===== src/rtl/gpio_bank_if.sv =====
// ---------------------------------------------------------------------------
// gpio_bank_if -- register port between the bus bridge and gpio_bank.
//
// This is a simple single-cycle register port:
//   reg_addr   3-bit register select.
//   reg_wr     write strobe, one cycle per write.
//   reg_rd     read strobe, one cycle per read.
//   reg_wdata  write data.
//   reg_rdata  read data. It is registered and holds until the next read.
//   reg_rvalid high for the one cycle after a read strobe.
//
// Modports:
//   master  the bus bridge (or the testbench).
//   slave   the GPIO block.
// ---------------------------------------------------------------------------
interface gpio_bank_if #(
  parameter int WIDTH = 16
);
  logic [2:0]       reg_addr;
  logic             reg_wr;
  logic             reg_rd;
  logic [WIDTH-1:0] reg_wdata;
  logic [WIDTH-1:0] reg_rdata;
  logic             reg_rvalid;

  modport master (
    output reg_addr, reg_wr, reg_rd, reg_wdata,
    input  reg_rdata, reg_rvalid
  );

  modport slave (
    input  reg_addr, reg_wr, reg_rd, reg_wdata,
    output reg_rdata, reg_rvalid
  );
endinterface


===== src/rtl/gpio_bank.sv =====
// ---------------------------------------------------------------------------
// gpio_bank -- parametrised GPIO controller.
//
// Each pin has the following:
//   - an output value register and a direction register. These drive
//     gpio_o and gpio_oe, and the pads are tristated outside this block.
//   - a SYNC_STAGES-deep input synchroniser.
//   - a debounce filter. A new level is accepted after DB_LIMIT+1
//     consecutive mismatching cycles.
//   - rising and falling edge events. They set STATUS, which is
//     write-1-to-clear. irq is the registered OR of STATUS.
//
// Ports:
//   HCLK     sole clock. All flops are rising-edge.
//   hwRstn   synchronous active-low reset.
//   bus      register port (gpio_bank_if.slave).
//   gpio_i   asynchronous pad inputs.
//   gpio_o   pad output values (the OUT register).
//   gpio_oe  pad output enables, 1 = drive (the DIR register).
//   irq      level interrupt.
//
// Register map:
//   0 OUT       1 DIR       2 IN (RO)      3 RISE_EN
//   4 FALL_EN   5 STATUS (W1C)             6 DB_LIMIT (DB_W bits)
//   7 reserved (reads 0)
// SYNC_STAGES must be in the range 2..4.
// ---------------------------------------------------------------------------
module gpio_bank #(
  parameter int              WIDTH       = 16,
  parameter int              SYNC_STAGES = 2,
  parameter int              DB_W        = 8,
  parameter logic [DB_W-1:0] DB_RESET    = '0
) (
  input  logic              HCLK,
  input  logic              hwRstn,
  gpio_bank_if.slave        bus,
  input  logic [WIDTH-1:0]  gpio_i,
  output logic [WIDTH-1:0]  gpio_o,
  output logic [WIDTH-1:0]  gpio_oe,
  output logic              irq
);

  typedef enum logic [2:0] {
    A_OUT     = 3'd0,
    A_DIR     = 3'd1,
    A_IN      = 3'd2,
    A_RISE_EN = 3'd3,
    A_FALL_EN = 3'd4,
    A_STATUS  = 3'd5,
    A_DB      = 3'd6,
    A_RSVD    = 3'd7
  } reg_addr_e;

  localparam logic [DB_W-1:0] CNT_ONE = {{(DB_W-1){1'b0}}, 1'b1};

  reg_addr_e        addr;
  logic [WIDTH-1:0] out_q;
  logic [WIDTH-1:0] dir_q;
  logic [WIDTH-1:0] rise_en_q;
  logic [WIDTH-1:0] fall_en_q;
  logic [WIDTH-1:0] status_q;
  logic [DB_W-1:0]  db_limit_q;

  logic [WIDTH-1:0] sync_q [SYNC_STAGES];
  logic [WIDTH-1:0] sync;
  logic [WIDTH-1:0] filt_q;
  logic [DB_W-1:0]  cnt_q [WIDTH];

  logic [WIDTH-1:0] accept;
  logic [WIDTH-1:0] rise_evt;
  logic [WIDTH-1:0] fall_evt;
  logic [WIDTH-1:0] w1c_mask;
  logic [WIDTH-1:0] rd_mux;

  assign addr    = reg_addr_e'(bus.reg_addr);
  assign sync    = sync_q[SYNC_STAGES-1];
  assign gpio_o  = out_q;
  assign gpio_oe = dir_q;

  // ---------------------------------------------------------------------------
  // Debounce decision and edge events.
  // An event fires on the same edge that filt takes the new level.
  // ---------------------------------------------------------------------------
  always_comb begin
    // NOTE: every always_comb output gets a default first, so no path can infer a latch.
    accept = '0;
    for (int i = 0; i < WIDTH; i++) begin
      accept[i] = (sync[i] != filt_q[i]) && (cnt_q[i] >= db_limit_q);
    end
    rise_evt = accept &  sync & rise_en_q;
    fall_evt = accept & ~sync & fall_en_q;
    w1c_mask = (bus.reg_wr && addr == A_STATUS) ? bus.reg_wdata : '0;
  end

  // ---------------------------------------------------------------------------
  // Read mux. It samples the registers before a write on the same edge,
  // so a simultaneous read and write returns the old value.
  // ---------------------------------------------------------------------------
  always_comb begin
    rd_mux = '0;
    case (addr)
      A_OUT:     rd_mux = out_q;
      A_DIR:     rd_mux = dir_q;
      A_IN:      rd_mux = filt_q;
      A_RISE_EN: rd_mux = rise_en_q;
      A_FALL_EN: rd_mux = fall_en_q;
      A_STATUS:  rd_mux = status_q;
      A_DB:      rd_mux[DB_W-1:0] = db_limit_q;
      default:   rd_mux = '0;
    endcase
  end

  // ---------------------------------------------------------------------------
  // Input synchroniser chain.
  // ---------------------------------------------------------------------------
  always_ff @(posedge HCLK) begin
    // NOTE: sequential state uses non-blocking assignments only, so every flop samples pre-edge values.
    if (!hwRstn) begin
      for (int s = 0; s < SYNC_STAGES; s++) sync_q[s] <= '0;
    end else begin
      sync_q[0] <= gpio_i;
      for (int s = 1; s < SYNC_STAGES; s++) sync_q[s] <= sync_q[s-1];
    end
  end

  // ---------------------------------------------------------------------------
  // Debounce filter.
  // The counter only advances while sync differs from filt. The >= compare
  // stops it from wrapping if DB_LIMIT is lowered while a count is running.
  // ---------------------------------------------------------------------------
  always_ff @(posedge HCLK) begin
    if (!hwRstn) begin
      filt_q <= '0;
      // NOTE: the counter array is reset explicitly, so a reset mid-count discards the pending count.
      for (int i = 0; i < WIDTH; i++) cnt_q[i] <= '0;
    end else begin
      for (int i = 0; i < WIDTH; i++) begin
        if (sync[i] == filt_q[i]) begin
          cnt_q[i] <= '0;
        end else if (accept[i]) begin
          filt_q[i] <= sync[i];
          cnt_q[i]  <= '0;
        end else begin
          cnt_q[i]  <= cnt_q[i] + CNT_ONE;
        end
      end
    end
  end

  // ---------------------------------------------------------------------------
  // Register file, STATUS, irq and read port.
  // When an event and a W1C hit the same bit on the same edge, the set wins.
  // ---------------------------------------------------------------------------
  always_ff @(posedge HCLK) begin
    if (!hwRstn) begin
      out_q          <= '0;
      dir_q          <= '0;
      rise_en_q      <= '0;
      fall_en_q      <= '0;
      status_q       <= '0;
      db_limit_q     <= DB_RESET;
      irq            <= 1'b0;
      bus.reg_rdata  <= '0;
      bus.reg_rvalid <= 1'b0;
    end else begin
      if (bus.reg_wr) begin
        case (addr)
          A_OUT:     out_q      <= bus.reg_wdata;
          A_DIR:     dir_q      <= bus.reg_wdata;
          A_RISE_EN: rise_en_q  <= bus.reg_wdata;
          A_FALL_EN: fall_en_q  <= bus.reg_wdata;
          A_DB:      db_limit_q <= bus.reg_wdata[DB_W-1:0];
          default:   ;
        endcase
      end
      status_q       <= (status_q & ~w1c_mask) | rise_evt | fall_evt;
      irq            <= |status_q;
      bus.reg_rvalid <= bus.reg_rd;
      if (bus.reg_rd) bus.reg_rdata <= rd_mux;
    end
  end

endmodule


===== src/flat_wrapper.sv =====
// flat-port wrapper written by rule: the top's interface ports become plain ports
module gpio_bank_flat 
#(
  parameter int              WIDTH       = 16,
  parameter int              SYNC_STAGES = 2,
  parameter int              DB_W        = 8,
  parameter logic [DB_W-1:0] DB_RESET    = '0
)
  (HCLK, hwRstn, gpio_i, gpio_o, gpio_oe, irq, bus_reg_addr, bus_reg_wr, bus_reg_rd, bus_reg_wdata, bus_reg_rdata, bus_reg_rvalid);
  gpio_bank_if #(.WIDTH(WIDTH)) bus_i ();
  input  logic HCLK;
  input  logic hwRstn;
  input  logic [WIDTH-1:0] gpio_i;
  output logic [WIDTH-1:0] gpio_o;
  output logic [WIDTH-1:0] gpio_oe;
  output logic irq;
  input wire logic [$bits(bus_i.reg_addr)-1:0] bus_reg_addr;
  input wire logic [$bits(bus_i.reg_wr)-1:0] bus_reg_wr;
  input wire logic [$bits(bus_i.reg_rd)-1:0] bus_reg_rd;
  input wire logic [$bits(bus_i.reg_wdata)-1:0] bus_reg_wdata;
  output wire logic [$bits(bus_i.reg_rdata)-1:0] bus_reg_rdata;
  output wire logic [$bits(bus_i.reg_rvalid)-1:0] bus_reg_rvalid;
  assign bus_i.reg_addr = bus_reg_addr;
  assign bus_i.reg_wr = bus_reg_wr;
  assign bus_i.reg_rd = bus_reg_rd;
  assign bus_i.reg_wdata = bus_reg_wdata;
  assign bus_reg_rdata = bus_i.reg_rdata;
  assign bus_reg_rvalid = bus_i.reg_rvalid;
  gpio_bank #(.WIDTH(WIDTH), .SYNC_STAGES(SYNC_STAGES), .DB_W(DB_W), .DB_RESET(DB_RESET)) u_core (.HCLK(HCLK), .hwRstn(hwRstn), .bus(bus_i), .gpio_i(gpio_i), .gpio_o(gpio_o), .gpio_oe(gpio_oe), .irq(irq));
endmodule

===== config.mk =====
export PLATFORM = sky130hd
export DESIGN_NAME = gpio_bank_flat
export DESIGN_NICKNAME = d
export VERILOG_FILES = /design/src/rtl/gpio_bank_if.sv /design/src/rtl/gpio_bank.sv /design/src/flat_wrapper.sv
export SDC_FILE = /design/constraint.sdc
export NUM_CORES = 1
export LEC_CHECK = 0
export ABC_CLOCK_PERIOD_IN_PS = 2000
export CAP_MARGIN = 20
export CORE_MARGIN = 5
export CORE_UTILIZATION = 40
export CTS_CLUSTER_DIAMETER = 50
export CTS_CLUSTER_SIZE = 10
export DETAILED_ROUTE_END_ITERATION = 6
export GPL_TIMING_DRIVEN = 0
export PLACE_DENSITY_LB_ADDON = 0.08
export SETUP_SLACK_MARGIN = 0.4
export SLEW_MARGIN = 20
export SYNTH_ARGS = -nofsm -noshare
export SYNTH_HDL_FRONTEND = slang
export SYNTH_SLANG_ARGS = --single-unit

===== constraint.sdc =====
create_clock -name HCLK -period 2 [get_ports HCLK]
set_clock_uncertainty 0.2 [all_clocks]
set_input_delay 0.3 -clock HCLK [delete_from_list [all_inputs] [get_ports HCLK]]
set_output_delay 0.3 -clock HCLK [all_outputs]
set_load 0.01 [all_outputs]

run_1/clk_routes.png
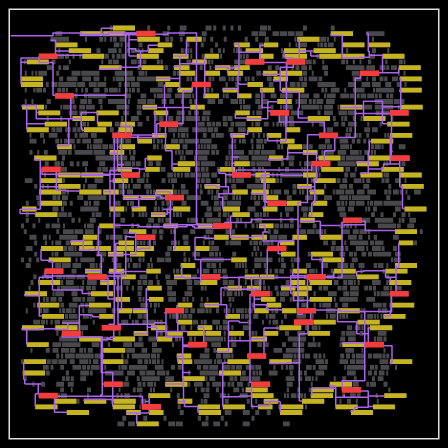
legend:
  flip-flops:
    colour: yellow
    count: 282
  clock wires:
    colour: purple
    length: 4,460 microns
  clock drivers:
    colour: red
    count: 42
flops lie: widely spread

run_1/logic_types.png
Bar = 50 microns.
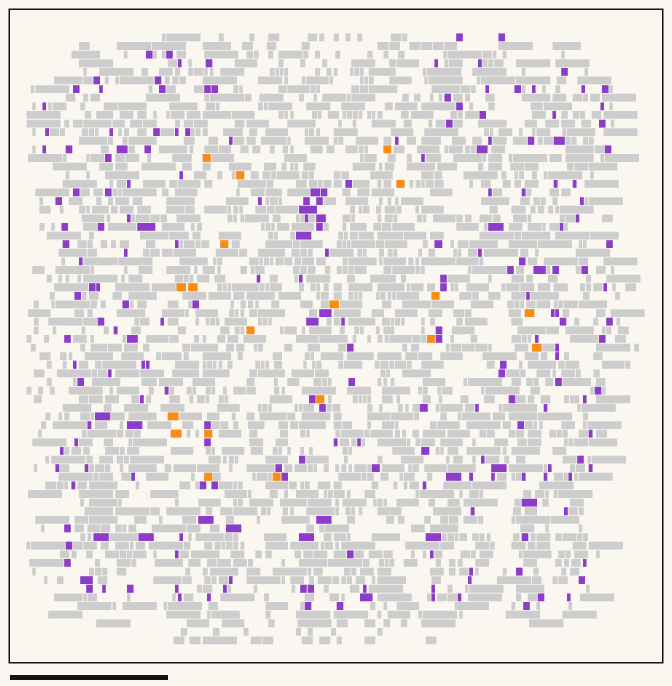
legend:
  AND-OR and OR-AND gates:
    colour: orange
    cells: 19
    most_used: o21a_1
  NOR gates:
    colour: purple
    cells: 215
    most_used: nor2_1
    where: widely spread

==> results.py, run 1 <==
# Synthesis and PnR figures
metrics = {
    "synth": {
        "ys_cells": 1606,
        "synth.distinct_cells": 53,
        "ys_top_cells_by_count": "nand2_1, nor2_1, dfxtp_1",
    },
    "setup_path": {
        "path_delay_family": "buffers and inverters",
        "r2r_start": "u_core.db_limit_q[1]",
        "cp_common_cell": "buf_4",
        "cp-end-kind": "register",
        "crit_fanout": 7,
        "cpMaxStageDelayCell": "dfxtp_2",
        "r2r_cells": 10,
    },
    "grt": {
        "grt_start_max_net_pins": 17,
        "track_usage": 0.222,
        "grt.met2_usage": 0.353,
        "grt_first_pass_wirelength_mm": 72.1,
    },
    "place": {
        "dp.cells": 2330,
        "portBuffers": 86,
        "dp_slack_ps": -861,
    },
    "cts": {
        "ctsResizeCount": 412,
        "cts_inserted_buffers": 42,
        "h-tree-depth": 2,
    },
    "worst_hold_path": {
        "holdPathStages": 2,
        "min_from": "gpio_i[1]",
    },
    "sta": {
        "hold_slack_ps": 122,
        "finalWorstSetupSlack_ps": -286,
        "finalSetupViolCount": 159,
    },
    "routing": {
        "highest_layer": "met5",
        "wl_met2_mm": 21.5,
        "drcViolationCount": 0,
        "wl_met3_mm": 2.55,
        "wl_met1_mm": 21.7,
    },
    "cells_and_area": {
        "n_fill_cell": 3416,
        "area_growth_pct": 34.7,
        "drive_above_1_share": 0.262,
        "logic_area_sq_um": 9640,
    },
    "pwr": {
        "p_comb_uw": 1590,
        "pg_clk_uw": 7430,
        "p_per_area_nw_per_um2": 748,
        "internal-power_uw": 11500,
        "combPwrFrac": 0.103,
        "clkPwrFrac": 0.481,
    },
    "run_status": {
        "status": "complete, but fails checks",
        "violations": "negative setup slack",
    },
    "flow_run": {
        "warnings": 29,
    },
    "floorplan": {
        "die_h_microns": 206,
    },
}
run_1/wires.png
Bar = 50 microns.
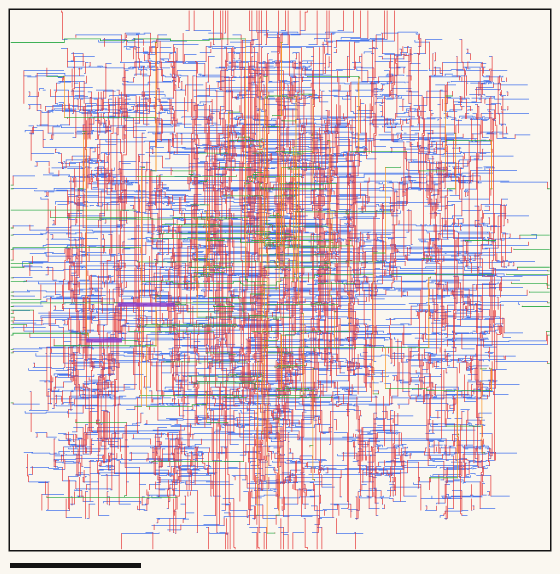
legend:
  metal 1:
    colour: blue
    wire_length: 21.7 mm
  metal 4:
    colour: orange
    wire_length: 1,900 microns
  metal 2:
    colour: red
    wire_length: 21.5 mm
  metal 3:
    colour: green
    wire_length: 2,550 microns
  metal 5:
    colour: purple
    wire_length: 32.2 microns

run_1/cell_density.png
The die is cut into 21 by 21 equal tiles; dark blue is low, red is high, 0 to 100% covered.
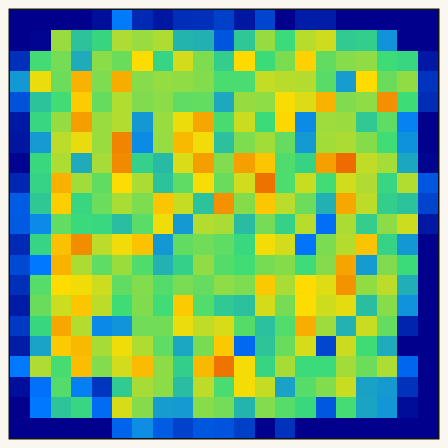
densest ninth of the die: centre
tiles over 75% full: 10%
emptiest ninth of the die: south-east
mean over tiles: 47%
fullest tile: 88%
nearly empty tiles: 9.5%

run 1: how the worst max path moves through the flow:
stage / start / end / slack, ps
after floorplan: u_core.db_limit_q[2] / u_core.cnt_q[0][2] / -100
after global placement: u_core.db_limit_q[0] / u_core.cnt_q[1][4] / -900
after detailed placement: u_core.db_limit_q[2] / u_core.cnt_q[1][56] / -860
after CTS: u_core.db_limit_q[1] / u_core.cnt_q[0][20] / -200
after global routing: u_core.db_limit_q[1] / u_core.cnt_q[1][14] / -340
final: u_core.db_limit_q[1] / u_core.cnt_q[1][9] / -290
run 1: area by class of cell:
cell class,count,area share
Multi-Input combinational cell,1353,0.467
Sequential cell,282,0.340
Timing Repair Buffer,156,0.0675
Clock buffer,60,0.0602
Tap cell,511,0.0309
Buffer,50,0.0163
Inverter,48,0.0101
Clock inverter,16,0.00793
run_1/congestion.png
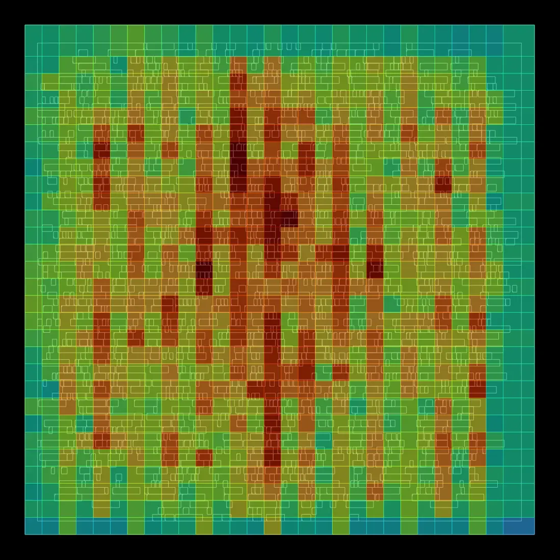

==> inputs of run 2 (changes only) <==
- CORE_UTILIZATION: 40 -> 55
- SETUP_SLACK_MARGIN: 0.4 -> 0.2
run_2/congestion.png
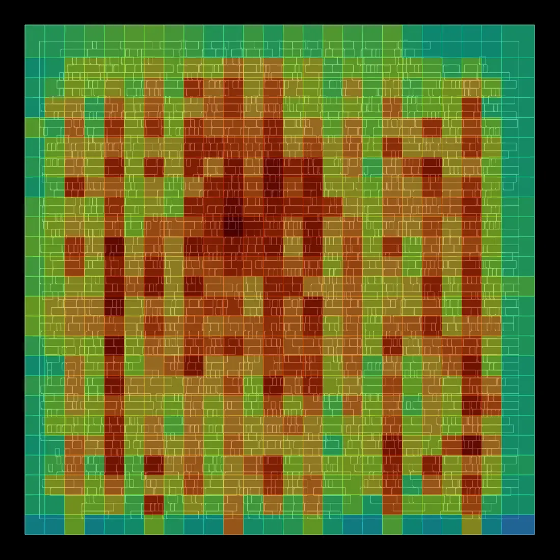
met2 Use GR: 0.466
Layout Utilization: 0.747
global routing's busiest layer: met2
Avg WL per Cell: 20.1 microns

==> results.py, run 2 <==
# Synthesis and PnR figures
metrics = {
    "synth": {
        "ys_cells": 1606,
        "async_flop_share": 0,
        "ys_top_cells_by_count": "nand2_1, nor2_1, dfxtp_1",
    },
    "cts": {
        "cts_inserted_buffers": 40,
        "h-tree-depth": 2,
        "clk_pin_slew_ps": 50,
        "ctsResizeCount": 94,
    },
    "setup_path": {
        "cp-end-kind": "register",
        "cpMaxStageDelayCell": "dfxtp_2",
        "path_delay_family": "simple AND/OR/NAND/NOR gates",
        "setup.worst_path.start": "u_core.db_limit_q[1]",
        "r2r_start": "u_core.db_limit_q[1]",
    },
    "flow_run": {
        "warnings": 29,
    },
    "routing": {
        "wl_met3_mm": 3.70,
        "wl_met2_mm": 21.8,
        "highest_layer": "met4",
        "drcViolationCount": 0,
        "wl_met1_mm": 18.8,
    },
    "pwr": {
        "combPwrFrac": 0.109,
        "clkPwrFrac": 0.460,
        "pg_clk_uw": 6890,
        "p_per_area_nw_per_um2": 725,
        "p_comb_uw": 1630,
    },
    "place": {
        "dp.cells": 2197,
        "dp_slack_ps": -899,
        "portBuffers": 86,
    },
    "grt": {
        "grt_first_pass_wirelength_mm": 69.2,
        "grt_start_max_net_pins": 19,
        "track_usage": 0.282,
    },
    "run_status": {
        "status": "complete, but fails checks",
        "violations": "negative setup slack",
    },
    "sta": {
        "tightest_slew_ps": 715,
        "finalSetupViolCount": 159,
        "hold_slack_ps": 165,
        "finalWorstSetupSlack_ps": -356,
    },
    "cells_and_area": {
        "drive_above_1_share": 0.194,
        "n_fill_cell": 1913,
    },
    "floorplan": {
        "die_h_microns": 177,
    },
}
==> run 2: cell counts after synthesis <==
Identical to the previous run, type by type.
==> run 2: worst paths after layout <==
check / endpoint / slack (ps) / cells after the start
max: u_core.cnt_q[0][16] / -360 / 8
min: u_core.sync_q[0][3] / 170 / 2
max reg2reg: u_core.cnt_q[0][16] / -360 / 8
min reg2reg: u_core.sync_q[0][30] / 230 / 1
==> run 2: final cells by class <==
class / instances / area, sq um / area share
Inverter: 48 / 206 / 0.0100
Multi-Input combinational cell: 1353 / 9680 / 0.469
Buffer: 50 / 328 / 0.0159
Sequential cell: 282 / 6940 / 0.337
Timing Repair Buffer: 146 / 1710 / 0.0828
Clock inverter: 12 / 121 / 0.00588
Clock buffer: 58 / 1170 / 0.0569
Tap cell: 378 / 473 / 0.0229
==> inputs of run 3 (changes only) <==
- HOLD_SLACK_MARGIN: unset -> 0.08
run_3/clk_routes.png
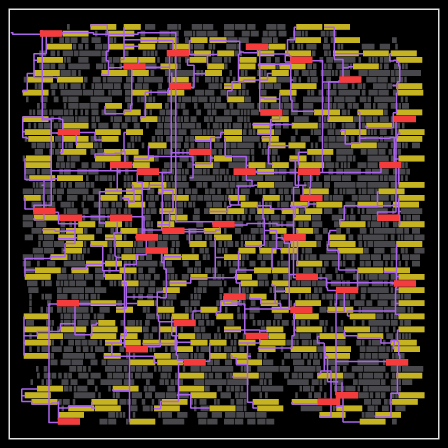
legend:
  clock wires:
    colour: purple
    length: 3,830 microns
  flip-flops:
    colour: yellow
    count: 282
  clock drivers:
    colour: red
    count: 40
flops lie: widely spread
routed clock nets: 41

==> results.py, run 3 <==
# Synthesis and PnR figures
metrics = {
    "sta": {
        "finalWorstSetupSlack_ps": -356,
        "hold_slack_ps": 165,
        "tightest_slew_ps": 715,
        "finalSetupViolCount": 159,
    },
    "grt": {
        "grt_first_pass_wirelength_mm": 69.2,
        "busiest_layer": "met2",
        "grt.met2_usage": 0.466,
        "track_usage": 0.282,
    },
    "cts": {
        "ctsResizeCount": 94,
        "cts_inserted_buffers": 40,
    },
    "worst_hold_path": {
        "holdPathStages": 2,
        "holdPathEnd": "u_core.sync_q[0][3]",
    },
    "cells_and_area": {
        "n_fill_cell": 1913,
        "comb_cells": 1353,
        "flops": 282,
        "area_share_nonclk_buffers": 0.0987,
        "clkbuf_count": 58,
        "flop_area_sq_um": 6940,
        "clkCellAreaFrac": 0.0628,
        "dominant_cells": "logic gates",
        "buffers": 196,
    },
    "setup_path": {
        "cp-end-kind": "register",
        "setup.worst_path.start": "u_core.db_limit_q[1]",
        "r2r_end": "u_core.cnt_q[0][16]",
        "rrSetupSlack_ps": -360,
        "cpMaxStageDelayCell": "dfxtp_2",
        "r2r_cells": 8,
        "crit_path_end": "u_core.cnt_q[0][16]",
    },
    "routing": {
        "highest_layer": "met4",
        "wl_met1_mm": 18.8,
        "drcViolationCount": 0,
        "wl_met3_mm": 3.70,
        "wl_met2_mm": 21.8,
    },
    "pwr": {
        "p_per_area_nw_per_um2": 725,
    },
    "run_status": {
        "status": "complete, but fails checks",
        "violations": "negative setup slack",
    },
    "floorplan": {
        "tap_cells": 378,
        "die_h_microns": 177,
    },
    "place": {
        "dp.cells": 2197,
        "dp_slack_ps": -899,
    },
    "synth": {
        "async_flop_share": 0,
        "ys_cells": 1606,
    },
    "flow_run": {
        "warnings": 29,
    },
}
[run 3: cell counts after synthesis]
Identical to the previous run, type by type.
[run 3: report_power, final]
part / total (uW) / switching [uW] / internal [uW]
Sequential: 6450 / 221 / 6230
Combinational: 1630 / 908 / 719
Clock: 6890 / 2560 / 4330
[run 3: through the flow]
step / TNS [ps] / area [sq um] / utilization
floorplan: -9030 / 16000 / -
CTS: -22660 / 19500 / 0.705
global placement: -175340 / 17300 / 0.626
detailed placement: -177980 / 17300 / 0.626
global route: -41940 / 20600 / 0.747
finish: -30470 / 20600 / 0.747
[run 3: critical path, delay by kind of cell (launching register included)]
| family | cells | cell delay (ps) |
|---|---|---|
| simple gates | 3 | 660 |
| buf+inv | 2 | 310 |
| fa+ha+maj | 1 | 240 |
| flops | 1 | 350 |
| compound gates | 2 | 420 |
Power is estimated from default activity; no workload was simulated.
